**src/rtl/bcd_pkg.sv**
```systemverilog
// rtl/bcd_pkg.sv - shared constants and FSM state type for the BCD/XS3 codec
package bcd_pkg;

    localparam logic MODE_BCD2XS3 = 1'b0;
    localparam logic MODE_XS32BCD = 1'b1;

    localparam logic [3:0] XS3_OFFSET = 4'd3;
    localparam logic [3:0] BCD_MAX    = 4'd9;
    localparam logic [3:0] XS3_MIN    = 4'd3;
    localparam logic [3:0] XS3_MAX    = 4'd12;

    typedef enum logic [1:0] {
        IDLE = 2'd0,
        CONV = 2'd1,
        DONE = 2'd2
    } state_t;

endpackage

```
**src/rtl/xs3_digit_conv.sv**
```systemverilog
// rtl/xs3_digit_conv.sv - single-digit combinational BCD<->XS3 converter
module xs3_digit_conv
    import bcd_pkg::*;
(
    input  logic [3:0] d,
    input  logic       mode,
    output logic [3:0] q,
    output logic       err
);

    // Out-of-range digits yield a zero result so no X ever reaches the output word
    always_comb begin
        q   = 4'h0;
        err = 1'b0;
        if (mode == MODE_BCD2XS3) begin
            if (d <= BCD_MAX) begin
                q = d + XS3_OFFSET;
            end else begin
                err = 1'b1;
            end
        end else begin
            if ((d >= XS3_MIN) && (d <= XS3_MAX)) begin
                q = d - XS3_OFFSET;
            end else begin
                err = 1'b1;
            end
        end
    end

endmodule

```
**src/rtl/bcd_xs3_codec_seq.sv**
```systemverilog
// rtl/bcd_xs3_codec_seq.sv - multi-digit serial BCD/XS3 converter with valid/ready ports
module bcd_xs3_codec_seq
    import bcd_pkg::*;
#(
    parameter int NDIGITS = 4
) (
    input  logic                   clk,
    input  logic                   rst,
    input  logic                   in_valid,
    output logic                   in_ready,
    input  logic                   in_mode,
    input  logic [4*NDIGITS-1:0]   in_data,
    output logic                   out_valid,
    input  logic                   out_ready,
    output logic [4*NDIGITS-1:0]   out_data,
    output logic [NDIGITS-1:0]     out_err,
    output logic                   busy
);

    // A one-digit word still needs a one-bit index register
    localparam int IDXW = (NDIGITS > 1) ? $clog2(NDIGITS) : 1;
    localparam logic [IDXW-1:0] LAST_IDX = IDXW'(NDIGITS - 1);

    state_t                 state;
    logic [IDXW-1:0]        idx;
    logic [4*NDIGITS-1:0]   word;
    logic                   mode;
    logic [3:0]             cur_digit;
    logic [3:0]             conv_q;
    logic                   conv_err;

    assign in_ready = (state == IDLE);

    // Select the digit currently being converted from the captured word
    always_comb begin
        cur_digit = 4'h0;
        for (int i = 0; i < NDIGITS; i++) begin
            if (idx == IDXW'(i)) begin
                cur_digit = word[4*i +: 4];
            end
        end
    end

    xs3_digit_conv u_conv (
        .d    (cur_digit),
        .mode (mode),
        .q    (conv_q),
        .err  (conv_err)
    );

    // Control FSM: capture in IDLE, one digit per cycle in CONV, hold result in DONE
    always_ff @(posedge clk or posedge rst) begin
        if (rst) begin
            state     <= IDLE;
            idx       <= '0;
            word      <= '0;
            mode      <= MODE_BCD2XS3;
            out_valid <= 1'b0;
            out_data  <= '0;
            out_err   <= '0;
            busy      <= 1'b0;
        end else begin
            case (state)
                IDLE: begin
                    if (in_valid) begin
                        word  <= in_data;
                        mode  <= in_mode;
                        idx   <= '0;
                        busy  <= 1'b1;
                        state <= CONV;
                    end
                end
                CONV: begin
                    for (int i = 0; i < NDIGITS; i++) begin
                        if (idx == IDXW'(i)) begin
                            out_data[4*i +: 4] <= conv_q;
                            out_err[i]         <= conv_err;
                        end
                    end
                    if (idx == LAST_IDX) begin
                        idx       <= '0;
                        out_valid <= 1'b1;
                        state     <= DONE;
                    end else begin
                        idx <= idx + IDXW'(1);
                    end
                end
                DONE: begin
                    if (out_ready) begin
                        out_valid <= 1'b0;
                        busy      <= 1'b0;
                        state     <= IDLE;
                    end
                end
                default: begin
                    out_valid <= 1'b0;
                    busy      <= 1'b0;
                    state     <= IDLE;
                end
            endcase
        end
    end

endmodule

```
**config.mk**
```make
export PLATFORM = sky130hd
export DESIGN_NAME = bcd_xs3_codec_seq
export DESIGN_NICKNAME = d
export VERILOG_FILES = /design/src/rtl/bcd_pkg.sv /design/src/rtl/xs3_digit_conv.sv /design/src/rtl/bcd_xs3_codec_seq.sv
export SDC_FILE = /design/constraint.sdc
export NUM_CORES = 1
export LEC_CHECK = 0
export CORE_ASPECT_RATIO = 0.8
export CORE_MARGIN = 1
export CORE_UTILIZATION = 45
export CTS_BUF_LIST = sky130_fd_sc_hd__clkbuf_8
export DETAILED_ROUTE_END_ITERATION = 10
export PLACE_DENSITY_LB_ADDON = 0.15
export SLEW_MARGIN = 20
export SYNTH_ARGS = -nofsm -noshare
export SYNTH_HDL_FRONTEND = slang
export SYNTH_HIERARCHICAL = 1
export SYNTH_SLANG_ARGS = --single-unit
```
**constraint.sdc**
```tcl
create_clock -name clk -period 5.2 [get_ports clk]
set_clock_uncertainty 0.05 [all_clocks]
set_input_delay 0.78 -clock clk [delete_from_list [all_inputs] [get_ports clk]]
set_output_delay 0.78 -clock clk [all_outputs]
set_load 0.005 [all_outputs]
```
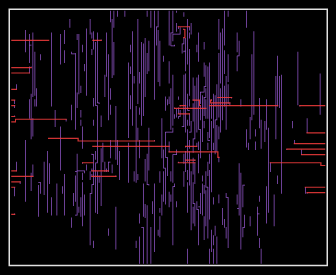
Figure 1: metal layers overlaid.
Drawn at 4 px/um. Only two layers are drawn.
legend:
  red:
    layer: M3
    wire_length: 233 um
  purple:
    layer: M2
    wire_length: 2050 um
sum of routed wire length over all layers: 4500 um
Total GRT Usage: 20.4%
via count: 1474
DR WL/cell: 16.4 um

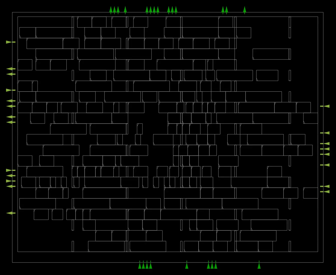
Figure 2: cell placement.
Seq/total area: 39.7%
flip-flops: 43
number of core rows: 22
placeable core region: 4570 sq um

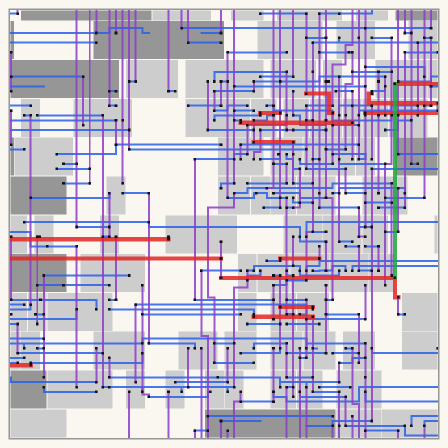
Figure 3: close-up of the layout.
Window x 25 to 55, y 17 to 47 um. Cells in grey, sequential cells in the stronger grey; small squares are vias.
legend:
  red:
    layer: M3
  purple:
    layer: M2
  green:
    layer: M4
  blue:
    layer: M1
most frequent: nand2_1 (7), inv_1 (5), ha_1 (5)
cells with their middle in the window: 67
sequential cells in the window: 3

==> qor_table.md <==
| Quantity | Value |
|---|---|
| Final hold slack | 0.465 ns |
| Final Wtd Congestion | 0.979 |
| Starting density of the core | 46.9% |
| Worst endpoint required time | 5.34 ns |
| Yosys warning total | 6 |
| Total gr overflow | 0 |
| Reg2Reg Setup Slack | 2.27 ns |
| Vertical extent of the die | 63.7 um |
| Buffers added on ports | 43 |
| Floorplan Nets | 197 |
| Die Size | 5040 sq um |
| Share of the clock period used by the worst path after layout | 56.4% |
| Sort of element at the end of the critical path | register |
| Post-Syn Area per Cell | 12.7 sq um |
| Most frequent cell after synthesis | dfrtp_1 |
| Post-synthesis instance area | 2140 sq um |
| Count of pins on the block boundary | 44 |
| Horizontal die dimension | 79.1 um |
| Number of antenna violations at the first check in global routing | 0 |
| Setup TNS | 0 ns |
| Terminating pin of the worst hold path | out_data[1]$_DFFE_PP0P_ |
| Maximum clock rate | 0.341 GHz |
| Critical Path Stages | 11 |
| Worst slew margin | 54.3% |
| Commonest cells in the netlist | dfrtp_1 (43), mux2_2 (27), mux2_4 (11) |
| Maximum count of clock buffers along a single path | 2 |
| Commonest register cell after synthesis | dfrtp_1 |
| Yosys stat cell total | 169 |
| Path class of the lowest-slack min-delay path | register to register |
| First-iteration detailed-routing DRC count | 143 |
| DP Cell Count | 267 |
| Count of library flops with an enable pin | 0 |
| Yosys Chip Area | 2140 sq um |
| Overall Power | 2.03 mW |
| Cell Chain, Critical Path | inv_1, ha_1, or3b_2, o21ai_0, a31oi_1, inv_1, ha_1, a21boi_1, o21ai_1, o31ai_1, mux2_2 |
| Kind of cell with the highest combined delay on the critical path | AND-OR/OR-AND gates |
| Result of the run | complete, no violations |
| Number of violations of the max-capacitance limit | 0 |
| Crit path max fanout | 7 |
| Time the worst path needs with I/O delays and setup | 2.93 ns |
| Number of cells traversed by the worst register-to-register path | 11 |
| Root buf cell | clkbuf_8 |
| OpenROAD warning count | 31 |
| Multiplexer share of the synthesized area | 22.9% |
| FF-to-FF End | out_err[1]$_DFFE_PP0P_ |
| Clock sinks | 43 |
| Worst skew pair latency | 0.30 ns |
| Cell area reported after detailed placement | 2590 sq um |
| Maximum ir drop on the vdd rail | 328 uV |
| Setup repair after global routing missed its margin | no |
| Start point of the worst hold path | out_data[1]$_DFFE_PP0P_ |
| Post-synth top area share | 50.3% |
| Pin slew with the least headroom to its limit | 0.682 ns |
| Proportion of layout cells with a drive suffix above 1 | 25.1% |
| Termination of the worst setup path | out_err[1]$_DFFE_PP0P_ |
| Post-CTS setup repair buffer count | 0 |
| Stage delay of the slowest cell on the critical path | 0.46 ns |
| Synth flops | 43 |
| Maximum level of the CTS H-tree | 2 |
| Maximum number of pins on one net before global-route repair | 44 |
| Antenna Cells | 0 |
| Leading post-synthesis cells by cell area | dfrtp_1 (50%), mux2_2 (14%), mux2_4 (7.7%) |
| DR DRC count | 0 |
| Area share of and/or/nand/nor cells after synthesis | 9.18% |
| Standard cell with the maximum stage delay on the critical path | or3b_2 |
| Layout Area Growth over Synthesis | 26.5% |
| Xor-xnor portion of the synthesized cell area | 0% |
==> report_power, final <==
| group | leakage (nW) | total [mW] | switching, mW | internal (mW) |
|---|---|---|---|---|
| clock network | 0.0587 | 0.265 | 0.119 | 0.145 |
| registers | 0.521 | 0.622 | 0.120 | 0.501 |
| logic | 0.598 | 1.15 | 0.539 | 0.608 |
==> kinds of logic after synthesis <==
logic type      count (synthesis)
fa+ha+maj                       7
compound gates                 30
buf+inv                        14
mux                            40
simple gates                   35
flops                          43
==> routing by layer <==
metal  global-route usage, %  part of all wire (%)  vias to the layer above
li1                        -                     -                      694
met4                    8.41                   1.5                        0
met2                    31.0                    46                       53
met5                       0                     0                        -
met1                    27.9                    48                      720
met3                    4.93                   5.2                        7
==> final cells by class <==
type / instances / area, sq um
Fill cell: 391 / 1860
Sequential cell: 43 / 1080
Multi-Input combinational cell: 112 / 973
Timing Repair Buffer: 44 / 438
Tap cell: 60 / 75.1
Clock buffer: 5 / 68.8
Clock inverter: 3 / 47.5
Inverter: 8 / 30.0
==> cell usage in the layout, fill, tap and decap left out, types with 3 or more instances in the layout <==
cell type / synthesis / routed
a21oi_1: 3 / 3
inv_1: 8 / 8
mux2_4: 11 / 11
a31oi_1: 4 / 4
o21ai_0: 6 / 6
nor2_1: 6 / 6
nand2_1: 10 / 10
ha_1: 7 / 7
clkdlybuf4s50_1: 0 / 43
or3b_2: 3 / 3
dfrtp_1: 43 / 43
nand3b_1: 4 / 4
mux2_2: 27 / 27
o22ai_1: 3 / 3
clkbuf_8: 0 / 5
==> state kept, by name (all words and copies together), names as in the netlist <==
| register | cells |
|---|---|
| out_data | 16 |
| word | 16 |
| out_err | 4 |
| idx | 2 |
| state | 2 |
| busy | 1 |
| mode | 1 |
| out_valid | 1 |
Power figures rest on the tool's default switching activity, not on a simulated workload.
